[config.mk]
export PLATFORM = sky130hd
export DESIGN_NAME = mem_wb_stage
export DESIGN_NICKNAME = d
export VERILOG_FILES = /design/src/rtl/mips_pkg.sv /design/src/rtl/mem_wb_stage_load_align.sv /design/src/rtl/mem_wb_stage.sv
export SDC_FILE = /design/constraint.sdc
export NUM_CORES = 1
export LEC_CHECK = 0
export ABC_AREA = 1
export CORE_ASPECT_RATIO = 1.1
export CORE_MARGIN = 4
export CORE_UTILIZATION = 51
export DETAILED_ROUTE_END_ITERATION = 10
export PLACE_DENSITY = 0.89
export SYNTH_ARGS = -nofsm -noshare
export SYNTH_HDL_FRONTEND = slang
export SYNTH_SLANG_ARGS = --single-unit
[constraint.sdc]
create_clock -name clk -period 2.77 [get_ports clk]
set_input_delay 0.831 -clock clk [delete_from_list [all_inputs] [get_ports clk]]
set_output_delay 0.831 -clock clk [all_outputs]
set_load 0.1 [all_outputs]
[src/rtl/mips_pkg.sv]
// Shared encodings and the MEM/WB entry layout for the 5-stage MIPS core.
package mips_pkg;

    localparam int DATA_W = 32;

    localparam logic [1:0] WB_SEL_ALU  = 2'd0;
    localparam logic [1:0] WB_SEL_LOAD = 2'd1;
    localparam logic [1:0] WB_SEL_LINK = 2'd2;
    localparam logic [1:0] WB_SEL_RSVD = 2'd3;

    localparam logic [2:0] LD_LW  = 3'd0;
    localparam logic [2:0] LD_LH  = 3'd1;
    localparam logic [2:0] LD_LHU = 3'd2;
    localparam logic [2:0] LD_LB  = 3'd3;
    localparam logic [2:0] LD_LBU = 3'd4;

    typedef struct packed {
        logic [DATA_W-1:0] alu_result;
        logic [DATA_W-1:0] rdata;
        logic [DATA_W-1:0] pc_plus4;
        logic [4:0]        rd;
        logic              reg_write;
        logic [1:0]        wb_sel;
        logic [2:0]        load_type;
    } mem_wb_t;

endpackage

[src/rtl/mem_wb_stage_load_align.sv]
// Big-endian load alignment: picks the addressed byte/halfword, extends it,
// and flags addresses that are misaligned for the access size.
module load_align
    import mips_pkg::*;
(
    input  logic [31:0] rdata_i,
    input  logic [1:0]  off_i,
    input  logic [2:0]  load_type_i,
    output logic [31:0] data_o,
    output logic        misaligned_o
);

    function automatic logic [31:0] sext8(input logic [7:0] b);
        logic signed [7:0]  s;
        logic signed [31:0] w;
        s = b;
        w = s;
        return w;
    endfunction

    function automatic logic [31:0] sext16(input logic [15:0] h);
        logic signed [15:0] s;
        logic signed [31:0] w;
        s = h;
        w = s;
        return w;
    endfunction

    logic [7:0]  byte_sel;
    logic [15:0] half_sel;

    // Byte 0 lives in the most significant lane.
    always_comb begin
        byte_sel = rdata_i[31:24];
        case (off_i)
            2'd0: byte_sel = rdata_i[31:24];
            2'd1: byte_sel = rdata_i[23:16];
            2'd2: byte_sel = rdata_i[15:8];
            2'd3: byte_sel = rdata_i[7:0];
            default: byte_sel = rdata_i[31:24];
        endcase
        half_sel = off_i[1] ? rdata_i[15:0] : rdata_i[31:16];
    end

    always_comb begin
        data_o       = rdata_i;
        misaligned_o = (off_i != 2'd0);
        case (load_type_i)
            LD_LH: begin
                data_o       = sext16(half_sel);
                misaligned_o = off_i[0];
            end
            LD_LHU: begin
                data_o       = {16'h0000, half_sel};
                misaligned_o = off_i[0];
            end
            LD_LB: begin
                data_o       = sext8(byte_sel);
                misaligned_o = 1'b0;
            end
            LD_LBU: begin
                data_o       = {24'h000000, byte_sel};
                misaligned_o = 1'b0;
            end
            default: begin
                data_o       = rdata_i;
                misaligned_o = (off_i != 2'd0);
            end
        endcase
    end

endmodule

[src/rtl/mem_wb_stage.sv]
// MEM/WB pipeline register and writeback: source select, $zero suppression,
// single-shot write under stall, forwarding info and retired-instruction count.
module mem_wb_stage #(
    parameter int DATA_W = 32,
    parameter int CNT_W  = 32
) (
    input  logic              clk,
    input  logic              rst,
    input  logic              mem_valid,
    input  logic [DATA_W-1:0] mem_alu_result,
    input  logic [DATA_W-1:0] mem_rdata,
    input  logic [DATA_W-1:0] mem_pc_plus4,
    input  logic [4:0]        mem_rd,
    input  logic              mem_reg_write,
    input  logic [1:0]        mem_wb_sel,
    input  logic [2:0]        mem_load_type,
    input  logic              stall,
    input  logic              flush,
    output logic [4:0]        write_reg,
    output logic [DATA_W-1:0] write_data,
    output logic              RegWrite,
    output logic              wb_fwd_valid,
    output logic              addr_err,
    output logic [CNT_W-1:0]  retired
);
    import mips_pkg::*;

    mem_wb_t          entry_q, entry_d;
    logic             valid_q, valid_d;
    logic             consumed_q, consumed_d;
    logic [CNT_W-1:0] retired_q, retired_d;
    logic             retire;

    // consumed marks an entry whose write already went out while held by stall.
    always_comb begin
        entry_d    = entry_q;
        valid_d    = valid_q;
        consumed_d = consumed_q;
        if (flush) begin
            valid_d    = 1'b0;
            consumed_d = 1'b0;
        end else if (stall) begin
            if (valid_q) consumed_d = 1'b1;
        end else begin
            entry_d.alu_result = mem_alu_result;
            entry_d.rdata      = mem_rdata;
            entry_d.pc_plus4   = mem_pc_plus4;
            entry_d.rd         = mem_rd;
            entry_d.reg_write  = mem_reg_write;
            entry_d.wb_sel     = mem_wb_sel;
            entry_d.load_type  = mem_load_type;
            valid_d            = mem_valid;
            consumed_d         = 1'b0;
        end
        retire    = valid_q & ~consumed_q;
        retired_d = retired_q + {{(CNT_W-1){1'b0}}, retire};
    end

    always_ff @(posedge clk) begin
        if (rst) begin
            entry_q    <= '0;
            valid_q    <= 1'b0;
            consumed_q <= 1'b0;
            retired_q  <= '0;
        end else begin
            entry_q    <= entry_d;
            valid_q    <= valid_d;
            consumed_q <= consumed_d;
            retired_q  <= retired_d;
        end
    end

    logic [31:0] load_data;
    logic        load_mis;
    logic        misaligned;
    logic        writes_gpr;

    load_align u_load_align (
        .rdata_i      (entry_q.rdata),
        .off_i        (entry_q.alu_result[1:0]),
        .load_type_i  (entry_q.load_type),
        .data_o       (load_data),
        .misaligned_o (load_mis)
    );

    always_comb begin
        misaligned = (entry_q.wb_sel == WB_SEL_LOAD) & load_mis;
        writes_gpr = valid_q & entry_q.reg_write & (entry_q.rd != 5'd0) & ~misaligned;
        case (entry_q.wb_sel)
            WB_SEL_LOAD: write_data = load_data;
            WB_SEL_LINK: write_data = entry_q.pc_plus4 + 32'd4;
            default:     write_data = entry_q.alu_result;
        endcase
        write_reg    = entry_q.rd;
        RegWrite     = writes_gpr & ~consumed_q;
        wb_fwd_valid = writes_gpr;
        addr_err     = valid_q & misaligned & ~consumed_q;
        retired      = retired_q;
    end

endmodule
Run 1, metal 3:
Scale bar: 50 µm.
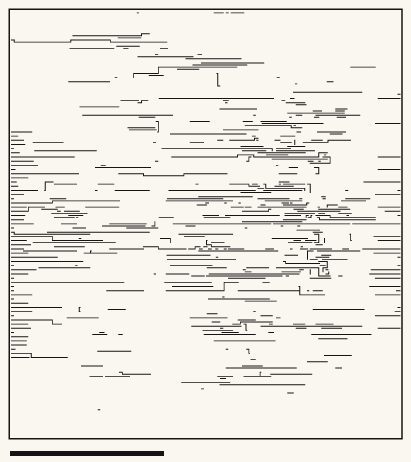
main direction: horizontal
wire length on this layer: 3,210 µm
nets with wire on the layer: 299
final wirelength: 34.1 mm
vias after detailed routing: 10,009
met3 GRT Util: 7.40%

Run 1, placement density heat map:
13 x 14 tiles, from white (low) to dark blue (high), 0 to 100% covered.
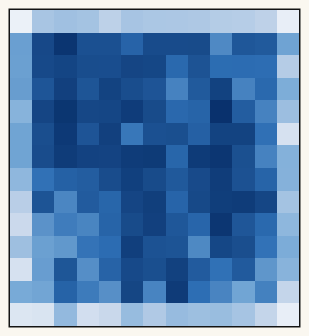
tiles over 75% full: 57%
fullest tile: 99%
densest ninth of the die: middle
mean over tiles: 70%
emptiest ninth of the die: bottom left

==> reports/results.tsv, run 1 <==
stage	metric	value	unit
synth	fraction of the mapped netlist area in simple logic gates	36.3	%
final_layout	clk tree area frac	4.74	%
final_layout	fin cells	1720	
setup_path	critical path peak fanout	3	
pwr	relative contribution of combinational cells to total power	32.0	%
sta	maximum clock skew at final layout	0.0179	ns
sta	RSZ-0062 raised after global routing	yes	
drt	number of design rule violations left after detail routing	0	
sta	Highest Clock Rate	330	MHz
drt	final routed wire length divided by cell count	19.8	µm
synth	Distinct cells, synth	41	
pwr	clock group power	2.33	mW
clocking	TritonCTS clock tree	yes	
final_layout	fraction of area in multi-input gates	43.3	%
pwr	peak ir drop on the vdd network	0.454	mV
drt	initial detailed-routing violation count	1257	
pwr	total combinational power	2.15	mW
final_layout	number of inserted diodes	0	
pwr	sequential power share	33.4	%
hold_path	Hold Path End	retired[28]	
sta	slew at the pin closest to its max-slew limit	0.622	ns
global_route	pin count of the biggest net entering global routing	64	
setup_path	stage delay of the slowest cell on the critical path	0.39	ns
synth	largest cells by area after synthesis	sky130_fd_sc_hd__dfxtp_1, sky130_fd_sc_hd__nand2_1, sky130_fd_sc_hd__nor2_1	
placement	Buffers on Ports	183	
placement	global placement routability congestion	1.03	
final_layout	P&R area growth vs syn	57.7	%
final_layout	commonest non-fill, non-tap cells in the layout	sky130_fd_sc_hd__nor2_1, sky130_fd_sc_hd__nand2_1, sky130_fd_sc_hd__o21ai_0	
sta	slack of the critical path	-0.265	ns
setup_path	cells along the critical path	buf_6 -> nand2_4 -> nor2_4 -> nand2_1 -> nor2_1 -> nand2_1 -> nand2_1 -> nand3_1 -> nand2_2 -> nand2_2 -> nand2_2 -> buf_12	
synth	Top non-seq family	simple AND/OR/NAND/NOR gates	
sta	Post-Route Hold Slack	0.493	ns
final_layout	share of post-route cells with drive strength above 1	29.5	%
final_layout	Max-area cell class	multi-input combinational cells	
floorplan	horizontal extent of the die	127	µm
clocking	number of buffers inserted by post-CTS setup repair	29	
setup_path	end of the worst register-to-register path	retired[26]	
final_layout	Gate Area	0.00546	mm²
clocking	worst-case clock buffer depth	2	
pwr	Seq. pwr	2.24	mW
global_route	via count of the first global-routing pass	9492	
final_layout	count of plain and timing-repair buffers	272	
sta	Finish-stage setup viols	35	
status	status	complete, but fails checks	
synth	warnings from Yosys	0	
drt	residual antenna-violating net count after detailed routing	0	
synth	top cells by count, synth	sky130_fd_sc_hd__nand2_1, sky130_fd_sc_hd__nor2_1, sky130_fd_sc_hd__dfxtp_1	
floorplan	Initial Util	52.5	%
synth	Async S/R FF share, synth	0	%
pwr	total power after layout	6.72	mW
pwr	share of total power in the clock network	34.7	%
status	failing checks	negative setup slack	
global_route	most used routing layer in global routing	met2	
synth	count of flip-flops with a built-in enable after synthesis	0	
final_layout	clk_buf instances	17	
sta	Fin Setup TNS	-3.72	ns
setup_path	total stage count of the critical path	12	
pwr	PD cells	533	mW/mm²
synth	biggest area consumer among synthesized cells	sky130_fd_sc_hd__dfxtp_1	
Run 1, cell classes on the final placement:
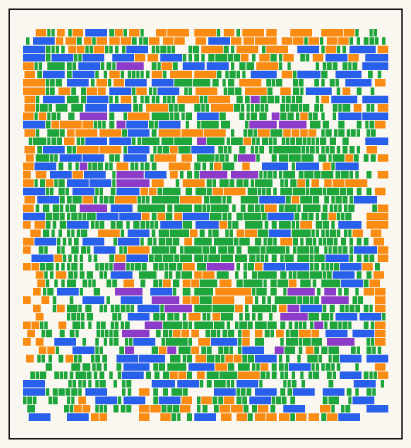
legend:
  remaining logic cells:
    colour: green
    cells: 1,079
    share_of_their_area: 48%
  remaining buffers and delay cells:
    colour: orange
    cells: 272
    share_of_their_area: 24%
  sequential cells:
    colour: blue
    cells: 141
    share_of_their_area: 24%
  clock drivers and dummy loads:
    colour: purple
    cells: 32
    share_of_their_area: 4.8%
core occupancy in the finished layout: 82.8%
Finished Cell Area: 0.0126 mm²
floorplan core area: 0.0152 mm²
cell row count: 47

Run 1, sequential cells grouped by signal name:
Scale bar: 50 µm.
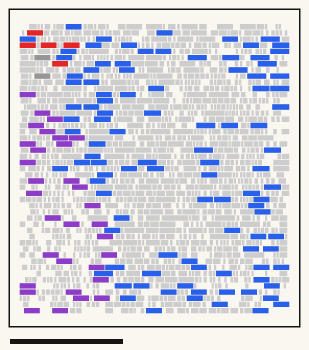

==> run 2, diff against run 1 <==
- REMOVE_ABC_BUFFERS: unset -> 1
Run 2, sequential cells grouped by signal name:
Scale bar: 50 µm.
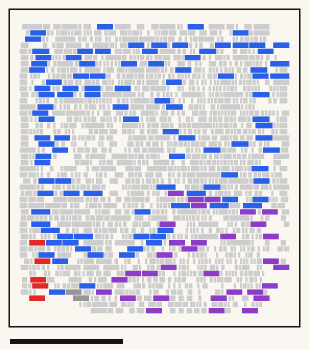
legend:
  write_reg:
    colour: red
    sequential_cells: 5
    where: bottom left
  retired:
    colour: purple
    sequential_cells: 32
  entry_q:
    colour: blue
    sequential_cells: 102
    where: spread over the die
not coloured: 2

Run 2, cell classes on the final placement:
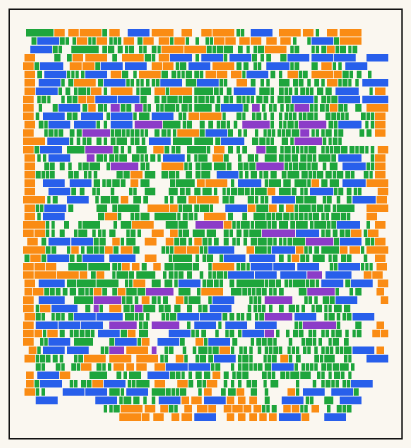
legend:
  sequential cells:
    colour: blue
    cells: 141
    share_of_their_area: 24%
  remaining buffers and delay cells:
    colour: orange
    cells: 245
    share_of_their_area: 23%
  clock drivers and dummy loads:
    colour: purple
    cells: 32
    share_of_their_area: 5.1%
  remaining logic cells:
    colour: green
    cells: 1,078
    share_of_their_area: 48%

==> run 2 against run 1 <==
Net effect:
- the flow still finishes with violations (negative setup slack)
- clock power about the same
- cell area decreased by 4.2%
- setup slack improved by 0.11 ns
- utilization decreased by 3.5 points
- power decreased by 2.0%
- clock skew decreased by 0.014 ns
- non-clock buffer count decreased by 27
- wire length decreased by 14%
- critical path depth decreased by 2
- first-iteration DRC count decreased by 9.3%
- count of clock-buffer cells in the layout increased by 3
- critical path type unchanged
==> reports/results.tsv, run 2 <==
stage	metric	value	unit	change
pwr	PD cells	546	mW/mm²	was 533 mW/mm²
drt	final wirelength	29.4	mm	was 34.1 mm
final_layout	core occupancy in the finished layout	79.3	%	was 82.8%
final_layout	Max-area cell class	multi-input combinational cells		unchanged
setup_path	end of the worst register-to-register path	retired[18]		was retired[26]
setup_path	critical path peak fanout	8		was 3
hold_path	Hold Path End	retired[31]		was retired[28]
placement	global placement routability congestion	0.974		was 1.03
global_route	most used routing layer in global routing	met2		unchanged
synth	biggest area consumer among synthesized cells	sky130_fd_sc_hd__dfxtp_1		unchanged
final_layout	share of post-route cells with drive strength above 1	26.1	%	was 29.5%
synth	Top non-seq family	simple AND/OR/NAND/NOR gates		unchanged
final_layout	commonest non-fill, non-tap cells in the layout	sky130_fd_sc_hd__nand2_1, sky130_fd_sc_hd__nor2_1, sky130_fd_sc_hd__o21ai_0		was sky130_fd_sc_hd__nor2_1, sky130_fd_sc_hd__nand2_1, sky130_fd_sc_hd__o21ai_0
status	status	complete, but fails checks		unchanged
floorplan	Initial Util	52.5	%	unchanged
final_layout	fin cells	1692		was 1,720
synth	top cells by count, synth	sky130_fd_sc_hd__nand2_1, sky130_fd_sc_hd__nor2_1, sky130_fd_sc_hd__dfxtp_1		unchanged
setup_path	cells along the critical path	inv_4 -> nand3_4 -> nand2_8 -> inv_8 -> nand2_8 -> buf_6 -> or2_0 -> nand3_1 -> a21oi_2 -> buf_12		was buf_6 -> nand2_4 -> nor2_4 -> nand2_1 -> nor2_1 -> nand2_1 -> nand2_1 -> nand3_1 -> nand2_2 -> nand2_2 -> nand2_2 -> buf_12
synth	Async S/R FF share, synth	0	%	unchanged
sta	maximum clock skew at final layout	0.00434	ns	was 0.0179 ns
floorplan	cell row count	47		unchanged
placement	Buffers on Ports	183		unchanged
sta	Finish-stage setup viols	31		was 35
clocking	TritonCTS clock tree	yes		unchanged
status	failing checks	negative setup slack		unchanged
synth	largest cells by area after synthesis	sky130_fd_sc_hd__dfxtp_1, sky130_fd_sc_hd__nand2_1, sky130_fd_sc_hd__nor2_1		unchanged
sta	RSZ-0062 raised after global routing	yes		unchanged
sta	Highest Clock Rate	342	MHz	was 330 MHz
sta	slack of the critical path	-0.152	ns	was -0.265 ns
sta	Post-Route Hold Slack	0.476	ns	was 0.493 ns
setup_path	stage delay of the slowest cell on the critical path	0.37	ns	was 0.39 ns
pwr	relative contribution of combinational cells to total power	30.4	%	was 32.0%
final_layout	Gate Area	0.00520	mm²	was 0.00546 mm²
sta	Fin Setup TNS	-2.35	ns	was -3.72 ns
drt	final routed wire length divided by cell count	17.4	µm	was 19.8 µm
pwr	Seq. pwr	2.24	mW	about the same
clocking	worst-case clock buffer depth	2		unchanged
global_route	via count of the first global-routing pass	8793		was 9,492
pwr	clock group power	2.35	mW	was 2.33 mW
Run 2, placement view:
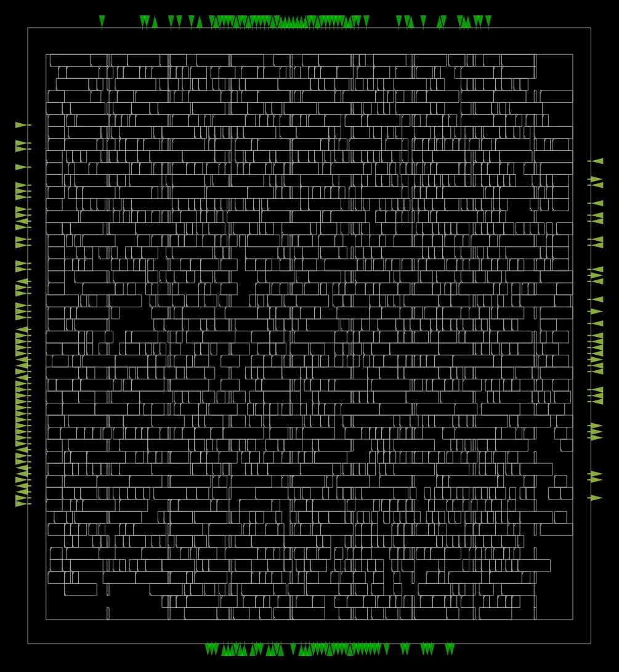

==> run 3, diff against run 2 <==
- HOLD_SLACK_MARGIN: unset -> 0.02
- clock period: 2.77 -> 2.9 ns (I/O delays scaled with it)
Run 3, placement view:
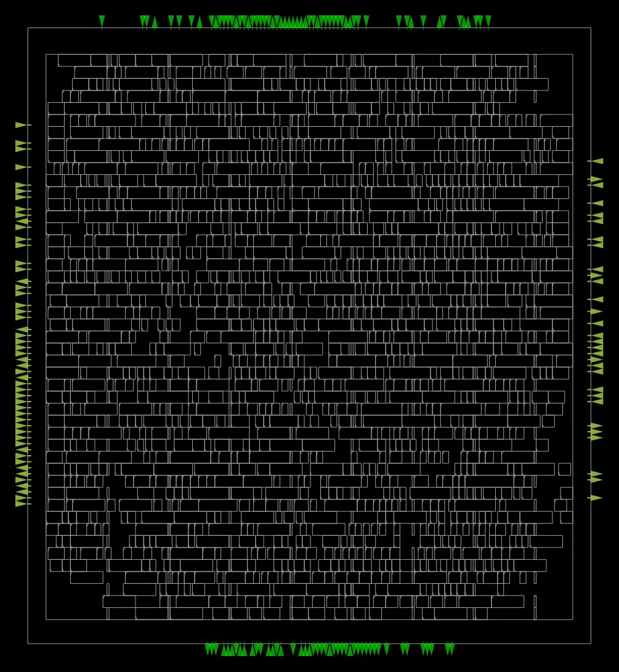
filler cell count: 1,171
sequential cell area share: 24.8%
n_taps: 196
core occupancy in the finished layout: 77.0%
fin cells: 1,685

==> run 3 against run 2 <==
Net effect:
- the flow still finishes with violations (negative setup slack)
- clock skew grew 0.0047 ns
- via count shrank 2.2%
- combinational power decreased by about 10%
- synthesized area stayed put
- largest cell class unchanged
==> reports/results.tsv, run 3 <==
stage	metric	value	unit	change
status	status	complete, but fails checks		unchanged
status	failing checks	negative setup slack		unchanged
global_route	most used routing layer in global routing	met2		unchanged
setup_path	cells along the critical path	inv_2 -> ha_4 -> clkinvlp_4 -> buf_6 -> nor2_2 -> nand2_1 -> a21oi_2 -> buf_12		was inv_4 -> nand3_4 -> nand2_8 -> inv_8 -> nand2_8 -> buf_6 -> or2_0 -> nand3_1 -> a21oi_2 -> buf_12
placement	global placement routability congestion	1.02		was 0.974
synth	largest cells by area after synthesis	sky130_fd_sc_hd__dfxtp_1, sky130_fd_sc_hd__nand2_1, sky130_fd_sc_hd__nor2_1		unchanged
drt	final routed wire length divided by cell count	17.3	µm	was 17.4 µm
final_layout	clk_buf instances	20		unchanged
final_layout	share of post-route cells with drive strength above 1	22.5	%	was 26.1%
drt	initial detailed-routing violation count	1102		was 1,140
synth	fraction of the mapped netlist area in simple logic gates	36.3	%	unchanged
final_layout	clk tree area frac	5.06	%	was 4.98%
drt	residual antenna-violating net count after detailed routing	0		unchanged
setup_path	critical path peak fanout	7		was 8
final_layout	fraction of area in multi-input gates	42.4	%	was 43.1%
drt	number of design rule violations left after detail routing	0		unchanged
final_layout	number of inserted diodes	0		unchanged
final_layout	count of plain and timing-repair buffers	235		was 245
setup_path	end of the worst register-to-register path	retired[19]		was retired[18]
sta	Finish-stage setup viols	13		was 31
floorplan	Initial Util	52.5	%	unchanged
final_layout	P&R area growth vs syn	46.6	%	was 51.0%
sta	Fin Setup TNS	-0.314	ns	was -2.35 ns
global_route	via count of the first global-routing pass	8950		was 8,793
clocking	worst-case clock buffer depth	2		unchanged
synth	Top non-seq family	simple AND/OR/NAND/NOR gates		unchanged
setup_path	stage delay of the slowest cell on the critical path	0.34	ns	was 0.37 ns
placement	Buffers on Ports	183		unchanged
global_route	pin count of the biggest net entering global routing	76		was 120
pwr	Seq. pwr	2.13	mW	was 2.24 mW
synth	biggest area consumer among synthesized cells	sky130_fd_sc_hd__dfxtp_1		unchanged
pwr	total power after layout	6.16	mW	was 6.59 mW
drt	vias after detailed routing	9410		was 9,622
pwr	sequential power share	34.7	%	was 33.9%
sta	maximum clock skew at final layout	0.00907	ns	was 0.00434 ns
clocking	number of buffers inserted by post-CTS setup repair	14		was 20
pwr	PD cells	525	mW/mm²	was 546 mW/mm²
setup_path	total stage count of the critical path	8		was 10
sta	slack of the critical path	-0.0558	ns	was -0.152 ns
Run 3, cell classes on the final placement:
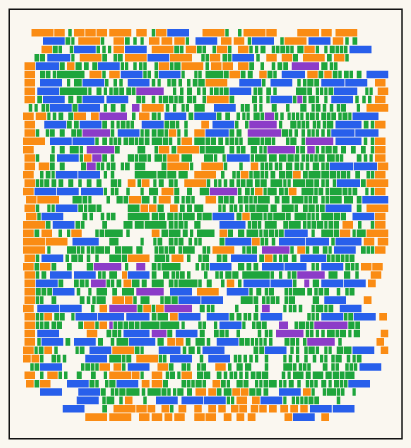
Finished Cell Area: 0.0117 mm²

Power figures rest on the tool's default switching activity, not on a simulated workload.
